## src/rtl/digital_lock_pkg.sv

```systemverilog
// Shared types and constants for the two-button combination lock.
package digital_lock_pkg;

  localparam int unsigned STATE_W  = 2;
  localparam int unsigned CODE_LEN = 3;

  typedef enum logic [STATE_W-1:0] {
    S0 = 2'b00,
    S1 = 2'b01,
    S2 = 2'b10,
    S3 = 2'b11
  } state_t;

  // Bit i selects the button of press i (0 = w0, 1 = w1); sequence w0, w1, w1.
  localparam logic [CODE_LEN-1:0] CODE = 3'b110;

endpackage

```

## src/rtl/lock_press_detect.sv

```systemverilog
// Rising-edge press detector for one button level; a held button counts once.
module lock_press_detect (
  input  logic clk,
  input  logic reset,
  input  logic btn_i,
  output logic press_c_o
);

  logic p_q;

  always_ff @(posedge clk) begin
    if (reset) begin
      p_q <= 1'b0;
    end else begin
      p_q <= btn_i;
    end
  end

  assign press_c_o = btn_i & ~p_q;

endmodule

```

## src/rtl/digital_lock_fsm.sv

```systemverilog
// Moore combination lock: unlocks after presses w0, w1, w1 with no wrong press.
module digital_lock_fsm
  import digital_lock_pkg::*;
(
  input  logic clk,
  input  logic reset,
  input  logic w0,
  input  logic w1,
  output logic L
);

  logic   pr0;
  logic   pr1;
  logic   hit_w0;
  logic   hit_w1;
  logic   hit_both;
  state_t state;
  state_t state_d;

  lock_press_detect u_det_w0 (
    .clk       (clk),
    .reset     (reset),
    .btn_i     (w0),
    .press_c_o (pr0)
  );

  lock_press_detect u_det_w1 (
    .clk       (clk),
    .reset     (reset),
    .btn_i     (w1),
    .press_c_o (pr1)
  );

  always_ff @(posedge clk) begin
    if (reset) begin
      state <= S0;
    end else begin
      state <= state_d;
    end
  end

  // A matching press advances; a stray w0 restarts the code; anything else relocks.
  always_comb begin
    state_d  = state;
    hit_w0   = pr0 & ~pr1;
    hit_w1   = pr1 & ~pr0;
    hit_both = pr0 & pr1;
    if (hit_both) begin
      state_d = S0;
    end else if (hit_w0 || hit_w1) begin
      if ((state != S3) && (CODE[state] == hit_w1)) begin
        state_d = state_t'(STATE_W'(state) + STATE_W'(1));
      end else if (hit_w0) begin
        state_d = S1;
      end else begin
        state_d = S0;
      end
    end
  end

  assign L = (state == S3);

endmodule

```

## config.mk

```make
export PLATFORM = sky130hd
export DESIGN_NAME = digital_lock_fsm
export DESIGN_NICKNAME = d
export VERILOG_FILES = /design/src/rtl/digital_lock_pkg.sv /design/src/rtl/lock_press_detect.sv /design/src/rtl/digital_lock_fsm.sv
export SDC_FILE = /design/constraint.sdc
export NUM_CORES = 1
export LEC_CHECK = 0
export CORE_AREA = 2 2 39 41
export DETAILED_ROUTE_END_ITERATION = 7
export DIE_AREA = 0 0 41 43
export PLACE_DENSITY = 0.36
export REMOVE_ABC_BUFFERS = 1
export SLEW_MARGIN = 30
export SYNTH_ARGS = -nofsm -noshare
export SYNTH_HDL_FRONTEND = slang
export SYNTH_SLANG_ARGS = --single-unit
```

## constraint.sdc

```tcl
create_clock -name clk -period 1.5 [get_ports clk]
set_clock_uncertainty 0.15 [all_clocks]
set_input_delay 0.225 -clock clk [delete_from_list [all_inputs] [get_ports clk]]
set_output_delay 0.225 -clock clk [all_outputs]
set_load 0.01 [all_outputs]
```

Routed metal, one color a layer:
Two of the layers only.
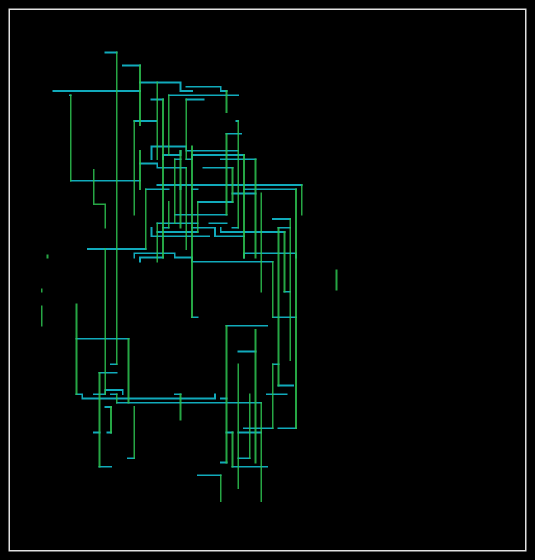
- cyan: metal 1 (wire length 194 um)
- green: metal 2 (wire length 319 um)
final wirelength: 541 um
Tot GR Track Use: 8.83%
total number of vias: 229

Routed clock nets over the placement:
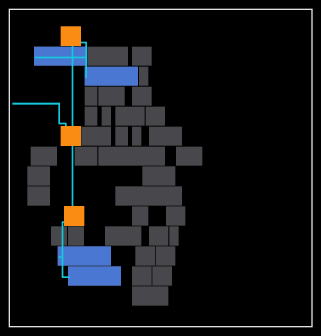
- orange: clock drivers (count 3)
- blue: flip-flops (count 4)
- cyan: clock wires (length 61.2 um)
- routed clock nets: 4

Gate families picked out:
Bar = 10 um.
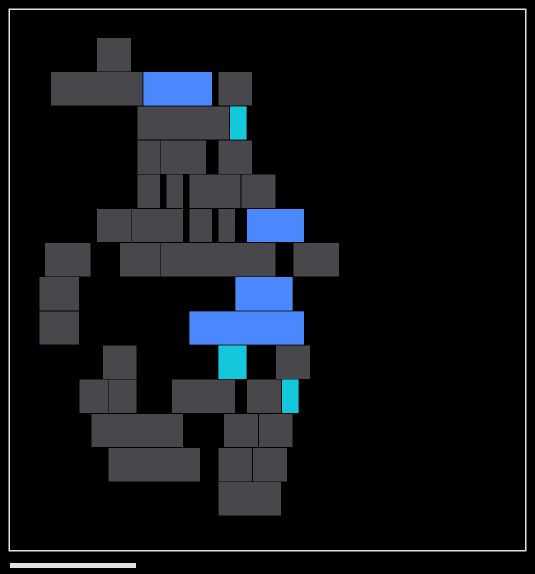
- cyan: inverters (cells 3; most used inv_1)
- blue: adder and majority cells (cells 4; most used ha_1; where center)
Commonest Layout Cell: buf_4
non-filler cells, final: 57
combinational share of cell area: 42.0%

==> impl_metrics.toml <==
# generated from flow reports
[logic_synthesis]
common_cells = "dfxtp_1, ha_1, inv_1"
ys_sh_adder_pct = 21.9
yosysTopAreaCell = "dfxtp_1"
synth_cell_types = 13
yosys-stat-cells = 24
synth.top_cell.area_share_pct = 35.0
async_reset_ff_share_pct = 0
xor_area_share_pct = 3.83
topCellsByArea = "dfxtp_1, ha_1, nand2b_1"
flop_cell = "dfxtp_1"
edf_count = 0
ys_sh_mux_pct = 0
synth_area_sq_um = 229
yosysSeqAreaShare_pct = 35.0
synth_flops = 4
synth.logic.top_family = "simple AND/OR/NAND/NOR gates"
simple_gate_area_share_pct = 25.1
syn_inst = 24
yosysChipArea_sq_um = 229
yosys_warnings = 0

[layout]
regMostFlops = "state"
top_regs = "state: 2 flops, u_det_w0.p_q: 1 flops, u_det_w1.p_q: 1 flops"
post-route-util_pct = 31.5
largest_reg_flops = 2
final_area_sq_um = 435
drive_above_1_share_pct = 46.3
antenna_cells = 0
final-clk-cell-share_pct = 5.17
seq-cell-share_pct = 18.4
nets = 51
signal_buffers = 14
layout_top_cells = "buf_4, dfxtp_1, clkbuf_4"
ff_count = 4
comb_cells = 17
clkbuf_count = 3
comb_area_sq_um = 183
dominant_cells = "combinational gates"
seq_area_sq_um = 80.1
n_fill_cell = 149
syn_to_final_growth_pct = 90.2

[place]
place_inst = 49
gp_congestion = 0.641
detailedPlace.worstSlack_ps = -573
portBuffers = 4
dpl.hpwl_um = 401

[floorplan]
die_area_sq_um = 1760
taps = 16
rows = 14
chipWidth_um = 41
die_h_um = 43
core_area_sq_um = 1380
fp_util_pct = 16.5

[global_routing]
met1_usage_pct = 8.65
antenna_found_initial = 0
grt_start_max_net_pins = 5
grt-busiest-layer = "met2"
grt_pass1_wl_um = 1010
grt_overflow_total = 0
grt_use_met2_pct = 13.4
met3_usage_pct = 2.09
grt_pass1_vias = 265

[setup_path]
slowest_stage = "or4b_1"
r2r_cells = 6
reg2reg_to = "state[0]"
crit_arrival_ps = 1640
path_max_fanout = 2
regToRegStartpoint = "u_det_w1.p_q"
ff2ff_setup_slack_ps = -170
path_delay_family = "simple AND/OR/NAND/NOR gates"
crit_type = "reg -> reg"
critPathBufInv = 1
crit_cells = 6
crit_chain = "nand2b_4 > inv_4 > ha_4 > xor2_1 > or4b_1 > o2111a_1"
cp-end-kind = "register"
cp.required_ps = 1470
crit_start = "u_det_w1.p_q"
critPathMaxStageDelay_ps = 480

[power_and_ir_drop]
leakagePower_nw = 0.203
switching_share_pct = 23.2
switching_power_w = 0.0000819
maxPowerGroup = "the clock network"
p_total_w = 0.000353
power.internal_w = 0.000271
seqPwrFrac_pct = 33.3
vdd_drop_max_mv = 0.335
powerDensity_nw_per_um2 = 810
p_clk_w = 0.000127
p_comb_share_pct = 30.6
seq-power_w = 0.000117
comb-power_w = 0.000108
p_clk_share_pct = 36.1

[sta]
setup_viol = 2
worst_pin_slew_ps = 195
slew_viol_final = 0
finalWorstSetupSlack_ps = -170
relSlewSlack_pct = 87.0
hold_viol = 0
finalClockPeriodUsage_pct = 111
max_freq_mhz = 599
rsz0062_at_grt = "true"
finalCriticalPeriod_ps = 1670
fin_tns_setup_ps = -182

[outcome]
status = "finished, violations left"
violations = "setup timing"

[clock_tree]
cts_tree = "yes"
cts.sinks = 4
cts_buffer_depth = 2
cts_setup_buffers = 3
cts-htree-levels = 1
cts.repair.resized = 12
cts-root-buf = "clkbuf_4"
path_clk_slew_ps = 40
numCtsBuffers = 3
clock_latency_ps = 230

[flow_run]
drv_cap = 0

[min_path]
min_delay_worst_endpoint = "u_det_w0.p_q"
holdPathStages = 2
hp-start = "w0"

[detailed_routing]
top_layer_used = "met3"
drt_pass1_iterations = 2
drt-met1-wl_um = 194
ant_nets = 0
wl_met3_um = 27
drt-vias-per-instance = 4.02
met2_length_um = 319
drc = 0
route.detailed.wl_per_inst_um = 9.49
